## src/rtl/physics_step_scheduler.sv

```systemverilog
// Frame sequencer: per tick runs SUBSTEPS rounds of (all wheel engines in parallel -> body engine),
// with tick overrun accounting and a watchdog that aborts a stalled frame.
module pss_wheel_lane (
  input  logic clk_in,
  input  logic rst_in,
  input  logic launch,
  input  logic clr,
  input  logic cap,
  input  logic done_pulse,
  output logic begin_pulse,
  output logic done_q
);
  always_ff @(posedge clk_in) begin
    if (rst_in) begin
      begin_pulse <= 1'b0;
      done_q      <= 1'b0;
    end else begin
      begin_pulse <= launch;
      if (clr)      done_q <= 1'b0;
      else if (cap) done_q <= done_q | done_pulse;
    end
  end
endmodule

module physics_step_scheduler #(
  parameter int NUM_WHEELS     = 2,
  parameter int SUBSTEPS       = 4,
  parameter int TIMEOUT_CYCLES = 65535,
  parameter int CNT_SIZE       = 16
) (
  input  logic                        clk_in,
  input  logic                        rst_in,
  input  logic                        frame_tick_in,
  input  logic                        enable_in,
  output logic [NUM_WHEELS-1:0]       wheel_begin_out,
  input  logic [NUM_WHEELS-1:0]       wheel_done_in,
  output logic                        body_begin_out,
  input  logic                        body_done_in,
  output logic [$clog2(SUBSTEPS):0]   substep_idx_out,
  output logic                        busy_out,
  output logic                        step_done_out,
  output logic [CNT_SIZE-1:0]         frame_count_out,
  output logic [CNT_SIZE-1:0]         overrun_count_out,
  output logic                        timeout_out
);
  localparam int SW  = $clog2(SUBSTEPS) + 1;
  localparam int WDW = $clog2(TIMEOUT_CYCLES + 1);
  localparam logic [SW-1:0]  SUB_LAST = SW'(SUBSTEPS - 1);
  localparam logic [WDW-1:0] WD_LAST  = WDW'(TIMEOUT_CYCLES - 1);

  typedef enum logic [2:0] {
    IDLE, LAUNCH_WHEELS, WAIT_WHEELS, LAUNCH_BODY, WAIT_BODY, FINISH
  } state_t;

  state_t                state, state_n;
  logic                  pend, pend_n;
  logic [SW-1:0]         sub_n;
  logic [WDW-1:0]        wd, wd_n;
  logic                  to_n;
  logic [CNT_SIZE-1:0]   frm_n, ovr_n;
  logic                  mask_clr, mask_cap;
  logic [NUM_WHEELS-1:0] mask;

  pss_wheel_lane u_lane [NUM_WHEELS-1:0] (
    .clk_in      (clk_in),
    .rst_in      (rst_in),
    .launch      (state_n == LAUNCH_WHEELS),
    .clr         (mask_clr),
    .cap         (mask_cap),
    .done_pulse  (wheel_done_in),
    .begin_pulse (wheel_begin_out),
    .done_q      (mask)
  );

  always_comb begin
    state_n  = state;
    pend_n   = pend;
    sub_n    = substep_idx_out;
    wd_n     = wd;
    to_n     = timeout_out;
    frm_n    = frame_count_out;
    ovr_n    = overrun_count_out;
    mask_clr = 1'b0;
    mask_cap = 1'b0;

    // Ticks that cannot start a frame right now are parked; a second parked tick is an overrun.
    if (frame_tick_in && (state != IDLE || !enable_in)) begin
      if (pend) ovr_n = (&overrun_count_out) ? overrun_count_out : overrun_count_out + 1'b1;
      else      pend_n = 1'b1;
    end

    case (state)
      IDLE: begin
        if (enable_in && (frame_tick_in || pend)) begin
          pend_n  = 1'b0;
          sub_n   = '0;
          state_n = LAUNCH_WHEELS;
        end
      end
      LAUNCH_WHEELS: begin
        mask_clr = 1'b1;
        wd_n     = '0;
        state_n  = WAIT_WHEELS;
      end
      WAIT_WHEELS: begin
        mask_cap = 1'b1;
        wd_n     = wd + 1'b1;
        if (&(mask | wheel_done_in)) begin
          state_n = LAUNCH_BODY;
        end else if (wd == WD_LAST) begin
          to_n     = 1'b1;
          mask_clr = 1'b1;
          state_n  = IDLE;
        end
      end
      LAUNCH_BODY: begin
        wd_n    = '0;
        state_n = WAIT_BODY;
      end
      WAIT_BODY: begin
        wd_n = wd + 1'b1;
        if (body_done_in) begin
          if (substep_idx_out == SUB_LAST) begin
            frm_n   = frame_count_out + 1'b1;
            state_n = FINISH;
          end else begin
            sub_n   = substep_idx_out + 1'b1;
            state_n = LAUNCH_WHEELS;
          end
        end else if (wd == WD_LAST) begin
          to_n    = 1'b1;
          state_n = IDLE;
        end
      end
      FINISH:  state_n = IDLE;
      default: state_n = IDLE;
    endcase
  end

  // Pulses and busy are registered from the next state so they line up with the state they flag.
  always_ff @(posedge clk_in) begin
    if (rst_in) begin
      state             <= IDLE;
      pend              <= 1'b0;
      substep_idx_out   <= '0;
      wd                <= '0;
      timeout_out       <= 1'b0;
      frame_count_out   <= '0;
      overrun_count_out <= '0;
      body_begin_out    <= 1'b0;
      step_done_out     <= 1'b0;
      busy_out          <= 1'b0;
    end else begin
      state             <= state_n;
      pend              <= pend_n;
      substep_idx_out   <= sub_n;
      wd                <= wd_n;
      timeout_out       <= to_n;
      frame_count_out   <= frm_n;
      overrun_count_out <= ovr_n;
      body_begin_out    <= (state_n == LAUNCH_BODY);
      step_done_out     <= (state_n == FINISH);
      busy_out          <= (state_n != IDLE);
    end
  end
endmodule

```

## config.mk

```make
export PLATFORM = sky130hd
export DESIGN_NAME = physics_step_scheduler
export DESIGN_NICKNAME = d
export VERILOG_FILES = /design/src/rtl/physics_step_scheduler.sv
export SDC_FILE = /design/constraint.sdc
export NUM_CORES = 1
export LEC_CHECK = 0
export CORE_MARGIN = 3
export CORE_UTILIZATION = 50
export CTS_CLUSTER_SIZE = 12
export DETAILED_ROUTE_END_ITERATION = 8
export PLACE_DENSITY = 0.78
export SLEW_MARGIN = 25
export SYNTH_ARGS = -nofsm -noshare
export SYNTH_HDL_FRONTEND = slang
export SYNTH_SLANG_ARGS = --single-unit
```

## constraint.sdc

```tcl
create_clock -name clk_in -period 2.41 [get_ports clk_in]
set_input_delay 0.3615 -clock clk_in [delete_from_list [all_inputs] [get_ports clk_in]]
set_output_delay 0.3615 -clock clk_in [all_outputs]
set_load 0.02 [all_outputs]
```

### Clock wires, drivers and flops

Bar = 20 µm.
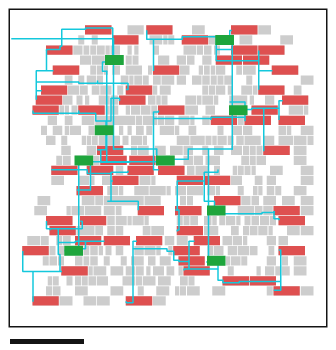
Key: cyan = clock wires [length 813 µm]; red = flip-flops [count 62]; green = clock drivers [count 9]
Position of the flops: all over the die.

### Placement view

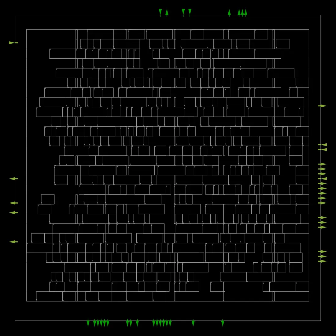
fillers: 494
non-filler cells, final: 504
Seq/total area: 31.5%
Well Taps: 75

==> metrics.yaml <==
cts:
  cts-htree-levels: 3
  postCtsSetupBuffers: 0
  path_clk_slew_ns: 0.07
  cts.path.max_buffers: 2
  ctsResizeCount: 0
  ctsHoldBuffers: 0
die:
  row_count: 28
  die_h_um: 85.6
  ioPinCount: 48
  core_area_mm2: 0.00603
  die_width_um: 85.6
sta:
  period_minus_slack_ns: 2.13
  tns_ns: 0
  rsz0062_at_grt: "no"
  finalClockPeriodUsage_pct: 88.5
  setup_viol: 0
  maxSlewHeadroom_pct: 57.9
setup_path:
  critical_path_class: "reg -> reg"
  startpoint: "overrun_count_out[0]$_SDFFE_PP0P_"
  path_depth: 5
  cp_top_family: "simple AND/OR/NAND/NOR gates"
  max_stage_delay_ns: 0.68
  worst_setup_path_start_kind: "flip-flop"
  worstRegToRegCells: 5
  worstPathMaxFanout: 10
  timing.rr.end: "overrun_count_out[12]$_SDFFE_PP0P_"
  end_kind: "flip-flop"
  path_buffers: 1
pwr:
  p_per_area_mw_per_mm2: 568
  pg_comb_uw: 162
  p_int_mw: 1.73
  power.switching_uw: 507
  p_seq_mw: 1.05
  total_power_mw: 2.24
placement:
  gp_congestion: 0.806
  dp_hpwl_um: 5450
  port_buffers: 47
run:
  maxCapViolations: 0
synthesis:
  ys_ff: 62
  ys_seq_share_pct: 39.1
  synth-cells-yosys: 378
  yosysChipArea_mm2: 0.00317
  synthCells: 378
  area_leaders: "dfxtp_1 (39%), a21oi_1 (6.0%), nand4_1 (3.2%), o21ai_0 (3.0%), nor2_1 (3.0%)"
  synth.distinct_cells: 56
layout:
  final_cell_mix: "dfxtp_1 (62), clkdlybuf4s50_1 (46), a21oi_1 (38), nor2_1 (25), nand2_1 (22)"
  num-nets-final: 438
grt:
  grt_max_degree: 34
status:
  status: "completed"
detailed_routing:
  ant_nets: 0
  drt_pass1_iterations: 5
  avgViaCountPerCell: 5.96
### Signal wires on met3

Bar = 20 µm.
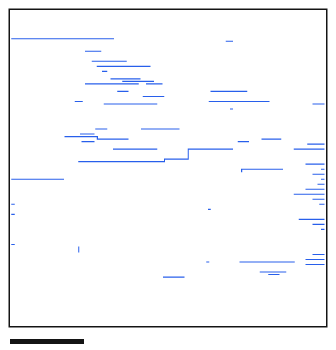
The layer carries 371 µm of wire. 47 nets have wire on it.
met3 usage: 4.80%
detailed-route wire length: 7650 µm

### Routed metal, one color a layer

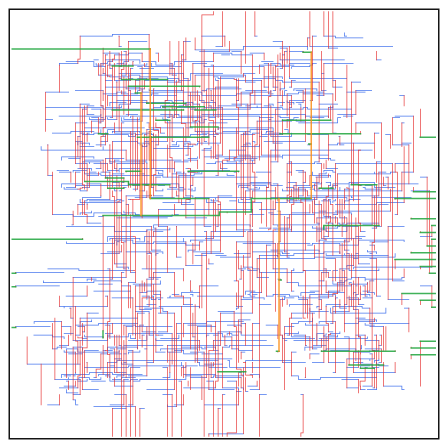
Key: red = metal 2 [wire length 3610 µm]; orange = metal 4 [wire length 114 µm]; green = metal 3 [wire length 371 µm]; blue = metal 1 [wire length 3550 µm]

## registers in the layout, indices dropped and copies added, names as in the netlist
signal	cells
u_lane.begin_pulse	1
busy_out	1
timeout_out	1
state	3
step_done_out	1
overrun_count_out	16
substep_idx_out	3
pend	1
u_lane.done_q	2
frame_count_out	16
body_begin_out	1
wd	16
## logic make-up after synthesis
group                    Yosys count  synth area share, %
flip-flops                        62                 39.1
XOR/XNOR                          10                 2.76
AND-OR/OR-AND                     93                 18.2
buffers and inverters             34                 4.65
AND/OR/NAND/NOR                  166                 30.5
adder cells (fa/ha/maj)            6                 2.37
multiplexers                       7                 2.45
## metrics by stage
step	worst slack, ns	std cells	instance area [µm²]	util [%]
2_1_floorplan	0.354	378	3170	-
3_3_place_gp	0.106	489	3710	61.6
3_5_place_dp	0.0804	489	3710	61.6
4_1_cts	0.276	504	3940	65.3
5_1_grt	0.190	504	3940	65.3
6_report	0.278	504	3940	65.3
## cell type report
cell class | count | area [µm²] | share of cell area [%]
clock buffers | 11 | 151 | 3.85
repair buffers | 59 | 556 | 14.1
multi-input cells | 282 | 1780 | 45.3
flip-flops and latches | 62 | 1240 | 31.5
well taps | 75 | 93.8 | 2.38
clock inverters | 4 | 70.1 | 1.78
inverters | 11 | 41.3 | 1.05
## routing by layer
layer / global-route usage, % / vias up / wire (µm)
li1: - / 1515 / -
met1: 27.5 / 1392 / 3550
met2: 35.7 / 86 / 3610
met3: 4.80 / 11 / 370
met4: 8.06 / 0 / 114
met5: 0 / - / 0
## worst reg2reg max path, cell delays in order (launching register included)
cell     delay (ns)
dfxtp_1        0.40
ha_1           0.23
inv_1          0.10
or4_1          0.68
or4_1          0.51
a21oi_1        0.15
Power figures rest on the tool's default switching activity, not on a simulated workload.
